port_nets.png
Scale: 2 px per um.
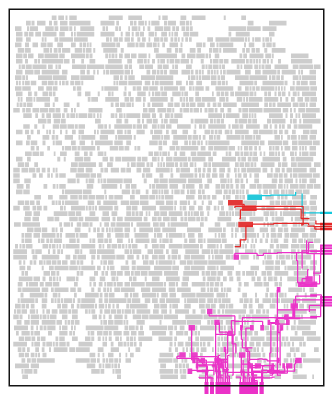
cell_classes.png
Scale: 1.5 px per um.
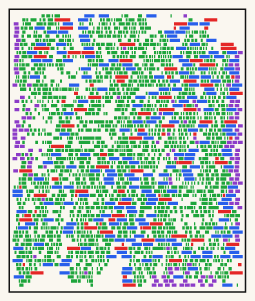
met3.png
Scale: 2 px per um. Cells faint in the background.
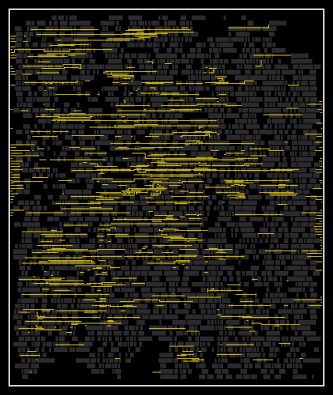
==> config.mk <==
export PLATFORM = sky130hd
export DESIGN_NAME = dispensador_billetes
export DESIGN_NICKNAME = d
export VERILOG_FILES = /design/src/rtl/dispensador_pkg.sv /design/src/rtl/dispensador_billetes_banco_stock.sv /design/src/rtl/dispensador_billetes.sv
export SDC_FILE = /design/constraint.sdc
export NUM_CORES = 1
export LEC_CHECK = 0
export CORE_ASPECT_RATIO = 1.2
export CORE_UTILIZATION = 57
export CTS_CLUSTER_DIAMETER = 30
export DETAILED_ROUTE_END_ITERATION = 7
export GPL_ROUTABILITY_DRIVEN = 1
export PLACE_DENSITY = 0.8
export SETUP_SLACK_MARGIN = 0.1
export SYNTH_ARGS = -nofsm -noshare
export SYNTH_HDL_FRONTEND = slang
export SYNTH_SLANG_ARGS = --single-unit
==> constraint.sdc <==
create_clock -name Clk -period 6.5 [get_ports Clk]
set_input_delay 1.625 -clock Clk [delete_from_list [all_inputs] [get_ports Clk]]
set_output_delay 1.625 -clock Clk [all_outputs]
set_load 0.005 [all_outputs]
==> src/rtl/dispensador_pkg.sv <==
// Shared types and constants for the bill dispenser: FSM states, denomination
// table and error codes.
package dispensador_pkg;

    localparam int unsigned N_DENOM = 5;
    localparam int unsigned DENOM_W = 3;
    localparam int unsigned STOCK_W = 16;
    localparam int unsigned MONTO_W = 32;

    localparam logic [MONTO_W-1:0] VALOR_D0 = 32'd20000;
    localparam logic [MONTO_W-1:0] VALOR_D1 = 32'd10000;
    localparam logic [MONTO_W-1:0] VALOR_D2 = 32'd5000;
    localparam logic [MONTO_W-1:0] VALOR_D3 = 32'd2000;
    localparam logic [MONTO_W-1:0] VALOR_D4 = 32'd1000;

    localparam logic [1:0] COD_NINGUNO    = 2'b00;
    localparam logic [1:0] COD_MONTO_CERO = 2'b01;
    localparam logic [1:0] COD_SIN_COMB   = 2'b10;
    localparam logic [1:0] COD_TIMEOUT    = 2'b11;

    typedef enum logic [2:0] {
        ST_IDLE,
        ST_PLAN,
        ST_DISPENSE,
        ST_WAIT_ACK,
        ST_DONE,
        ST_ERROR
    } estado_t;

    // Face value of a denomination index, largest first.
    function automatic logic [MONTO_W-1:0] valor_denom(input logic [DENOM_W-1:0] idx);
        case (idx)
            3'd0:    valor_denom = VALOR_D0;
            3'd1:    valor_denom = VALOR_D1;
            3'd2:    valor_denom = VALOR_D2;
            3'd3:    valor_denom = VALOR_D3;
            3'd4:    valor_denom = VALOR_D4;
            default: valor_denom = '0;
        endcase
    endfunction

endpackage

==> src/rtl/dispensador_billetes_banco_stock.sv <==
// Per-denomination stock counters: saturating recharge, single-bill decrement,
// reset preload and a combinational read port.
module banco_stock
    import dispensador_pkg::*;
#(
    parameter logic [STOCK_W-1:0] STOCK_INICIAL = 16'd10
) (
    input  logic                            Clk,
    input  logic                            Reset,
    input  logic                            suma_en,
    input  logic [DENOM_W-1:0]              suma_idx,
    input  logic [STOCK_W-1:0]              suma_cant,
    input  logic                            resta_en,
    input  logic [DENOM_W-1:0]              resta_idx,
    input  logic [DENOM_W-1:0]              consulta_idx,
    output logic [N_DENOM-1:0][STOCK_W-1:0] niveles,
    output logic [STOCK_W-1:0]              consulta
);

    logic [N_DENOM-1:0][STOCK_W:0] sumas;

    always_comb begin
        for (int k = 0; k < N_DENOM; k++) begin
            sumas[k] = (STOCK_W+1)'(niveles[k]) + (STOCK_W+1)'(suma_cant);
        end
    end

    // Indices above the table match no counter, so they fall through untouched.
    always_ff @(posedge Clk) begin
        if (Reset) begin
            for (int k = 0; k < N_DENOM; k++) begin
                niveles[k] <= STOCK_INICIAL;
            end
        end else begin
            for (int k = 0; k < N_DENOM; k++) begin
                if (suma_en && suma_idx == DENOM_W'(k)) begin
                    niveles[k] <= sumas[k][STOCK_W] ? {STOCK_W{1'b1}} : sumas[k][STOCK_W-1:0];
                end else if (resta_en && resta_idx == DENOM_W'(k) && niveles[k] != '0) begin
                    niveles[k] <= niveles[k] - STOCK_W'(1);
                end
            end
        end
    end

    assign consulta = (consulta_idx < DENOM_W'(N_DENOM)) ? niveles[consulta_idx] : '0;

endmodule

==> src/rtl/dispensador_billetes.sv <==
// Bill dispenser scheduler: greedy breakdown planning against stock, then one
// bill at a time through the mechanism pulse/acknowledge handshake.
module dispensador_billetes
    import dispensador_pkg::*;
#(
    parameter int unsigned        MAX_BILLETES   = 40,
    parameter logic [STOCK_W-1:0] STOCK_INICIAL  = 16'd10,
    parameter int unsigned        TIMEOUT_CICLOS = 1000
) (
    input  logic                Clk,
    input  logic                Reset,
    input  logic                ENTREGAR_STB,
    input  logic [MONTO_W-1:0]  MONTO,
    input  logic                MECANISMO_LISTO,
    input  logic                RECARGA_STB,
    input  logic [DENOM_W-1:0]  RECARGA_DENOM,
    input  logic [STOCK_W-1:0]  RECARGA_CANT,
    input  logic [DENOM_W-1:0]  CONSULTA_DENOM,
    output logic                EXPULSAR,
    output logic [DENOM_W-1:0]  DENOM,
    output logic                OCUPADO,
    output logic                ENTREGA_OK,
    output logic                ENTREGA_ERROR,
    output logic [1:0]          CODIGO_ERROR,
    output logic [MONTO_W-1:0]  ENTREGADO,
    output logic [STOCK_W-1:0]  STOCK
);

    localparam int unsigned PLAN_W = $clog2(MAX_BILLETES + 1);
    localparam int unsigned TO_W   = $clog2(TIMEOUT_CICLOS + 1);
    localparam logic [DENOM_W-1:0] ULTIMA = DENOM_W'(N_DENOM - 1);

    estado_t                            estado;
    logic [MONTO_W-1:0]                 restante;
    logic [DENOM_W-1:0]                 idx;
    logic [PLAN_W-1:0]                  total;
    logic [N_DENOM-1:0][PLAN_W-1:0]     plan;
    logic [TO_W-1:0]                    espera;
    logic [N_DENOM-1:0][STOCK_W-1:0]    niveles;
    logic [MONTO_W-1:0]                 valor_actual;
    logic                               cabe;
    logic                               recarga_ok;
    logic                               ack;

    assign valor_actual = valor_denom(idx);
    assign cabe = (restante >= valor_actual) &&
                  (STOCK_W'(plan[idx]) < niveles[idx]) &&
                  (total < PLAN_W'(MAX_BILLETES));
    // A withdrawal strobe in the same cycle takes priority over a recharge.
    assign recarga_ok = (estado == ST_IDLE) && RECARGA_STB && !ENTREGAR_STB;
    assign ack = (estado == ST_WAIT_ACK) && MECANISMO_LISTO;

    banco_stock #(
        .STOCK_INICIAL (STOCK_INICIAL)
    ) u_banco (
        .Clk          (Clk),
        .Reset        (Reset),
        .suma_en      (recarga_ok),
        .suma_idx     (RECARGA_DENOM),
        .suma_cant    (RECARGA_CANT),
        .resta_en     (ack),
        .resta_idx    (idx),
        .consulta_idx (CONSULTA_DENOM),
        .niveles      (niveles),
        .consulta     (STOCK)
    );

    always_ff @(posedge Clk) begin
        if (Reset) begin
            estado        <= ST_IDLE;
            restante      <= '0;
            idx           <= '0;
            total         <= '0;
            plan          <= '0;
            espera        <= '0;
            EXPULSAR      <= 1'b0;
            DENOM         <= '0;
            OCUPADO       <= 1'b0;
            ENTREGA_OK    <= 1'b0;
            ENTREGA_ERROR <= 1'b0;
            CODIGO_ERROR  <= COD_NINGUNO;
            ENTREGADO     <= '0;
        end else begin
            EXPULSAR      <= 1'b0;
            ENTREGA_OK    <= 1'b0;
            ENTREGA_ERROR <= 1'b0;
            case (estado)
                ST_IDLE: begin
                    if (ENTREGAR_STB) begin
                        restante  <= MONTO;
                        ENTREGADO <= '0;
                        idx       <= '0;
                        total     <= '0;
                        plan      <= '0;
                        OCUPADO   <= 1'b1;
                        if (MONTO == '0) begin
                            CODIGO_ERROR  <= COD_MONTO_CERO;
                            ENTREGA_ERROR <= 1'b1;
                            estado        <= ST_ERROR;
                        end else begin
                            CODIGO_ERROR <= COD_NINGUNO;
                            estado       <= ST_PLAN;
                        end
                    end
                end
                ST_PLAN: begin
                    if (cabe) begin
                        restante  <= restante - valor_actual;
                        plan[idx] <= plan[idx] + PLAN_W'(1);
                        total     <= total + PLAN_W'(1);
                    end else if (idx == ULTIMA) begin
                        idx <= '0;
                        if (restante == '0) begin
                            estado <= ST_DISPENSE;
                        end else begin
                            plan          <= '0;
                            CODIGO_ERROR  <= COD_SIN_COMB;
                            ENTREGA_ERROR <= 1'b1;
                            estado        <= ST_ERROR;
                        end
                    end else begin
                        idx <= idx + DENOM_W'(1);
                    end
                end
                ST_DISPENSE: begin
                    if (plan[idx] != '0) begin
                        EXPULSAR <= 1'b1;
                        DENOM    <= idx;
                        espera   <= '0;
                        estado   <= ST_WAIT_ACK;
                    end else if (idx == ULTIMA) begin
                        ENTREGA_OK <= 1'b1;
                        estado     <= ST_DONE;
                    end else begin
                        idx <= idx + DENOM_W'(1);
                    end
                end
                ST_WAIT_ACK: begin
                    if (MECANISMO_LISTO) begin
                        plan[idx] <= plan[idx] - PLAN_W'(1);
                        ENTREGADO <= ENTREGADO + valor_actual;
                        estado    <= ST_DISPENSE;
                    end else if (espera == TO_W'(TIMEOUT_CICLOS - 1)) begin
                        plan          <= '0;
                        CODIGO_ERROR  <= COD_TIMEOUT;
                        ENTREGA_ERROR <= 1'b1;
                        estado        <= ST_ERROR;
                    end else begin
                        espera <= espera + TO_W'(1);
                    end
                end
                ST_DONE, ST_ERROR: begin
                    OCUPADO <= 1'b0;
                    estado  <= ST_IDLE;
                end
                default: begin
                    OCUPADO <= 1'b0;
                    estado  <= ST_IDLE;
                end
            endcase
        end
    end

endmodule

==> reports/metrics.cfg <==
[global_routing]
use_met1 = 0.449
grt_max_degree = 52
antenna_found_initial = 2

[sta]
rsz0062_at_grt = no
fin_ws_ns = 0.828
fin_worst_skew_ns = 0.0173
setup_tns_ns = 0

[die]
fp.coreArea_um2 = 28100
initCoreUtil = 0.582
die_w_um = 157

[layout]
largest_reg_flops = 80
final_core_util = 0.692
final_nets = 2401
fin_area_um2 = 19400

[power]
p_sw_uw = 1540
p_seq_frac = 0.283
seq_power_uw = 1420
pg_comb_uw = 1060
power.density_nw_per_um2 = 258
p_int_uw = 3470

[placed_design]
gp_congestion = 0.999
hpwlAfterDp_um = 40400

[synthesis]
async_flop_share = 0
ys_warn_count = 0
synth_top_cell_by_area = dfxtp_1
top_area_frac = 0.247
aoi_share = 0.268
syn_avg_cell_area_um2 = 7.70
yosys.cell_count.top_type = nor2_1

[critical_path]
critPathLaunchType = primary input
crit_type = primary input to output pin
critical-path-max-stage-delay_ns = 0.94
cp.required_ns = 4.88
path_buffers = 2

[drt]
firstDrtPassIters = 6
dr_total_vias = 17300

[clock_tree]
cts_tree = built
h-tree-depth = 2

[run_status]
status = completed

[job]
tool_warnings = 31

Notes on port_nets.png above:
| colour | port | bits | direction | edge | end cells | buffers | wire |
|---|---|---|---|---|---|---|---|
| red | `DENOM` | 3 | output | east | 3 | 3 | 157 um |
| magenta | `MONTO` | 32 | input | 24 south, 8 east | 40 | 32 | 1170 um |
| cyan | `ENTREGA_ERROR` | 1 | output | east | 1 | 1 | 38.3 um |

Notes on cell_classes.png above:
| colour | class | cells | share of their area |
|---|---|---|---|
| green | all other logic | 1821 | 63% |
| blue | flip-flops | 202 | 21% |
| purple | other buffers and delay cells | 137 | 6.9% |
| red | clock drivers and dummy loads | 91 | 9.1% |

Notes on met3.png above:
share of all routed wire: 8.4%
main direction: horizontal
nets with wire on the layer: 338

[final timing paths]
check | from | end | cells past startpoint
worst max-delay path | CONSULTA_DENOM[2] | STOCK[2] | 4
worst min-delay path | plan[28] | plan[28] | 1
worst max register to register | idx[2] | plan[1] | 18
worst min register to register | plan[28] | plan[28] | 1
[cell type report]
cell class | count | area, um2
clock inverters | 31 | 395
well taps | 379 | 474
multi-input cells | 1745 | 11600
repair buffers | 137 | 1310
fillers | 2302 | 8640
flip-flops and latches | 202 | 4040
inverters | 76 | 285
clock buffers | 60 | 1330
[metal layers]
metal  vias to the layer above  part of all wire
li1                       8125                 -
met1                      8129              0.39
met2                       872              0.47
met3                       178             0.084
met4                         2             0.052
met5                         -           0.00024
